Design hba_master, sky130hd; sources not shown.
**Run 1: port wiring**

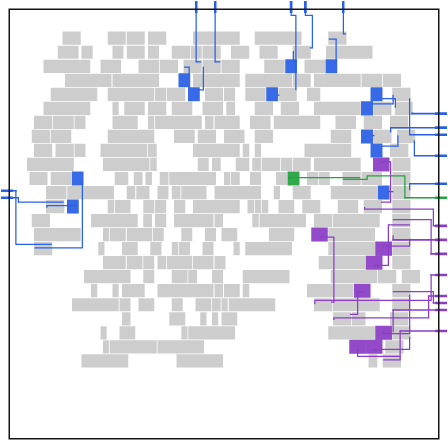
| port | color | bits | direction | end cells | buffers | wire |
|---|---|---|---|---|---|---|
| `rsp_ready` | green | 1 | input | 1 | 1 | 36.8 um |
| `hba_dbus_slave` | purple | 8 | input | 8 | 8 | 219 um |
| `hba_abus` | blue | 12 | output | 12 | 12 | 180 um |
number of port buffers: 66
count of pins on the block boundary: 67

**Run 1: clock network drawn from the DEF**

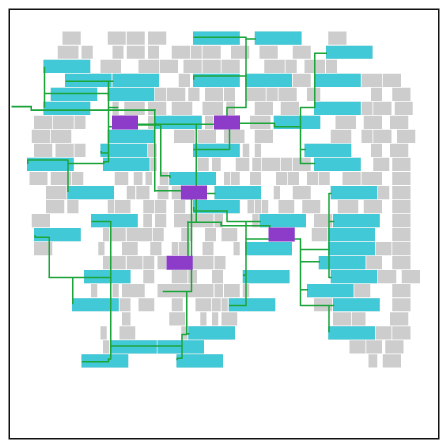
[clock drivers] purple | count: 5
[flip-flops] cyan | count: 48
[clock wires] green | length: 541 um
routed clock nets: 6
maximum clock skew at final layout: 0.005535 ns
Clock power frac: 18.7%
clock network power consumption: 465 uW
insertion delay of the later-clocked pin in the worst-skew pair: 0.29 ns

**Run 1: I/O pins on the die edge**

Pins as bars across the die edge, other pins in gray.
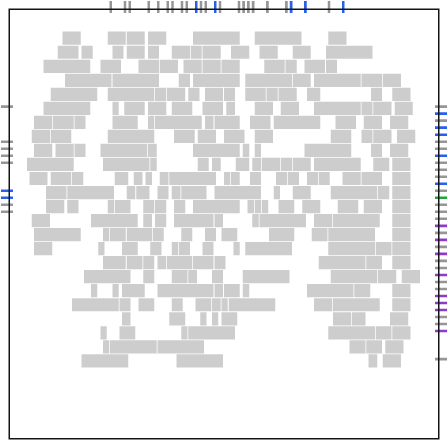
| port | color | pins | direction | edge |
|---|---|---|---|---|
| `rsp_ready` | green | 1 | input | east |
| `hba_abus` | blue | 12 | output | 5 north, 5 east, 2 west |
| `hba_dbus_slave` | purple | 8 | input | east |
all pins by edge: 34 east, 24 north, 9 west
die height: 83.00 um
die width: 83.00 um

==> run summary, run 1 <==
Notes on the physical implementation.

- The final timing report lists a hold violation count of 0.
- Setup repair after global routing left no endpoint under its margin.
- The number of search-and-repair iterations in the first detailed-routing pass is 4, for reference.
- The area occupied by registers is roughly 1200 sq um, for reference.
- For reference, the top cells by count after synthesis are sky130_fd_sc_hd__dfrtp_1, sky130_fd_sc_hd__and2_1, sky130_fd_sc_hd__mux2_2, sky130_fd_sc_hd__nor2_1.
- According to the cell report, flip-flops and latches in the layout number 48.
- The detail-routed net length per standard cell is between 10 and 15 um, for reference.
- The timing report gives the worst reg2reg path a setup slack of 0.87 ns.
- The number of flip-flops in the largest register is 16, for reference.
- The design draws 2.491 mW.
- The number of stages on the worst setup path is 4, for reference.
- The portion of the post-synthesis area used by sequential elements is ~55%, for reference.
- For this floorplan the total number of well-tap instances is ~72.
- The script reports the combined buffer and inverter count of the critical path as 2.
- The initial antenna violation count is 0.
- The final setup slack of the worst path is around 0.44 ns, for reference.
- Between the synthesized netlist and the finished layout, the area growth was recorded as 38.73%.
- The top power consumer group is combinational logic, for reference.
- TritonCTS reports the number of clock sinks as 48.
- Logic depth along the worst register-to-register path is recorded as 6.
- The buffer cell driving the clock tree root is sky130_fd_sc_hd__clkbuf_8, for reference.
- The sum of overflow across all layers after global routing is 0, for reference.
- The number of inserted filler cells in the final layout is 530, for reference.
- The top logic cell by instance count in the layout is sky130_fd_sc_hd__clkdlybuf4s50_1, for reference.
- The number of enable-type register cells in the synthesized netlist is 0, for reference.
- The met3 routed wirelength is between 200 and 250 um, for reference.
- For this run, the top clock speed supported by timing is between 400 and 500 MHz.
- The main area contributors are sky130_fd_sc_hd__dfrtp_1, sky130_fd_sc_hd__mux2_2, sky130_fd_sc_hd__and2_1.
- The flow ran to the end, and the final reports show no timing, DRC or antenna violations.
- By instance count, the leading cell after synthesis is sky130_fd_sc_hd__dfrtp_1.
- The power per cell area is between 800 and 900 nW/um^2, for reference.
- The most congested layer reported by global routing is met2, for reference.
- The timing report shows that the slowest cell on the worst path is sky130_fd_sc_hd__clkdlybuf4s50_1.
- The worst setup path is launched from a flop.
- The critical path goes through nand2b_1, inv_1, and2_1, clkdlybuf4s50_1.
- Per the final report, max-transition violations number 0.
- Combinational logic is responsible for between 40% and 50% of the overall power.
- Per the post-place timing report, worst setup slack is approximately 0.75 ns.
- The number of placed instances, taps included, is roughly 320.
- Summed over all failing endpoints, the final setup total negative slack is 0 ns.
- The max-capacitance violation count is 0, for reference.
- The cell internal power dissipation is 1.737 mW, for reference.
- The synthesized instance count is between 150 and 200, for reference.
- The mux contribution to synthesized area is 11.24%, for reference.
- In this run the worst path has a maximum fanout of 18.
- The met2 track utilization from global routing is around 24%, for reference.
- In the final layout, the share of cells above drive strength 1 is between 10% and 20%.
- The synthesized netlist devotes under 10% of its cell area to adder and majority cells.
- The share of the core filled by cells before placement is about 39%, for reference.
- Looking at the cell usage after synthesis, the top flip-flop cell is sky130_fd_sc_hd__dfrtp_1.
- Per the detail_route report, DRC violations left total 0.
- The half-perimeter wire length after placement is between 3000 and 4000 um, for reference.
- The multi-input combinational cells in the finished layout cover a total of about 950 sq um.
- Global routing used between 10% and 20% of the available met1 tracks.
- The fraction of power spent switching nets is a little over 30%, for reference.
- The count of inverters not on the clock network in the layout is 2, for reference.
- The detailed router reports a met2 wire length of 2289 um.
- The flop share of the area is a little under 40%, for reference.
- The cell area after placement is a little under 3000 sq um, for reference.
- The worst relative slew slack is between 50% and 60%, for reference.
- The chip area line in the Yosys stat output reads ~2200 sq um.
- The H-tree depth is 2, for reference.
- The maximum clock insertion buffer count is 2, for reference.
- Per the final report, the share of cell area in clock cells is ~3.5%.
- Leaving out fill and tap cells, the most frequent cells in the layout are sky130_fd_sc_hd__clkdlybuf4s50_1, sky130_fd_sc_hd__dfrtp_1, sky130_fd_sc_hd__and2_1.
- The layout buffering overhead excluding clock cells is roughly 23%, for reference.
- The global routing usage on met3 is roughly 3.9%, for reference.
- The highest layer touched by signal routing is met4.
- In this run the post-CTS setup repair buffer count came out at 0.
==> run 2: changes to the inputs <==
==> constraint.sdc (replaced) <==
create_clock -name hba_clk -period 2.55 [get_ports hba_clk]
set_input_delay 0.3825 -clock hba_clk [delete_from_list [all_inputs] [get_ports hba_clk]]
set_output_delay 0.3825 -clock hba_clk [all_outputs]
set_load 0.01 [all_outputs]
**Run 2: clock network drawn from the DEF**

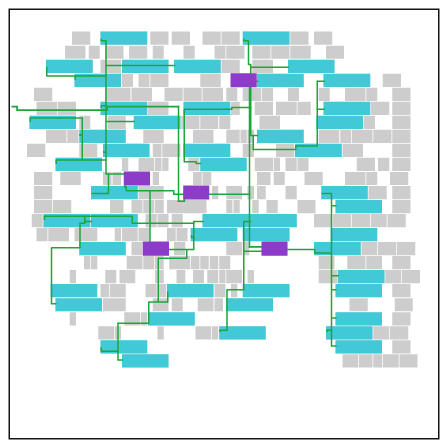
[flip-flops] cyan | count: 48
[clock wires] green | length: 528 um
[clock drivers] purple | count: 5
routed clock nets: 6
insertion delay of the later-clocked pin in the worst-skew pair: 0.30 ns
maximum clock skew at final layout: 0.01030 ns

==> run summary, run 2 <==
Notes on the physical implementation.

- In this run, the synthesized area fraction spent on adder and majority cells is recorded as 1.141%.
- There are approximately 48 flip-flops and latches.
- In this run, the combinational gates consume between 40% and 50% of the power.
- The initial antenna violation count is 0, for reference.
- The filler cells instantiated in the layout total slightly below 500.
- The number of search-and-repair iterations in the first detailed-routing pass is 4, for reference.
- The number of sinks driven by the clock tree is ~48, for reference.
- The share of the core filled by cells before placement is between 30% and 40%, for reference.
- In the final layout, flip-flops and latches occupy 1201 sq um.
- The highest clock frequency the design can meet is 414.8 MHz, for reference.
- After detailed placement, the design holds a cell count of between 300 and 400.
- Per the CTS log, the maximum H-tree level is 2.
- The total cell area reported by yosys after synthesis is 2193 sq um, for reference.
- The final number of hold-violating endpoints is 0, for reference.
- The detail-routed net length per standard cell is between 10 and 15 um, for reference.
- The report counts max-capacitance violations totalling 0.
- The global routing usage on met3 is 3.770%, for reference.
- The count of inverters not on the clock network in the layout is 2, for reference.
- The final setup slack of the worst path is around 0.14 ns, for reference.
- By instance count after routing, the leading logic cell types are sky130_fd_sc_hd__clkdlybuf4s50_1, sky130_fd_sc_hd__dfrtp_1, sky130_fd_sc_hd__and2_1.
- The number of stages on the worst setup path is 5, for reference.
- The share of layout cells above drive strength 1 is 15.00%, for reference.
- The multi-input gate area in the final layout is approximately 950 sq um, for reference.
- By count the netlist is led by sky130_fd_sc_hd__dfrtp_1, sky130_fd_sc_hd__and2_1, sky130_fd_sc_hd__mux2_2, sky130_fd_sc_hd__nor2_1.
- The run finished with clean final reports.
- The clock network burns ~17% of the power.
- The flop share of the area is between 30% and 40%, for reference.
- Non-clock buffering takes up between 20% and 30% of total cell area after layout.
- The largest driver fanout on the critical path is 13, for reference.
- The worst relative slew slack is between 60% and 70%, for reference.
- The count of final max-slew check failures is 0, for reference.
- Per the STA report, the cell with the highest stage delay on the worst path is sky130_fd_sc_hd__clkdlybuf4s50_1.
- The placed instances occupy a cell area of 2935 sq um.
- Global routing finished with a remaining overflow of 0.
- During I/O placement, the number of pins put on the boundary was approximately 67.
- The dominant register cell in the synthesized netlist is sky130_fd_sc_hd__dfrtp_1, for reference.
- For this run, global-route usage on met2 was measured as around 22%.
- The switching portion of total power comes to between 30% and 40%.
Power figures rest on the tool's default switching activity, not on a simulated workload.
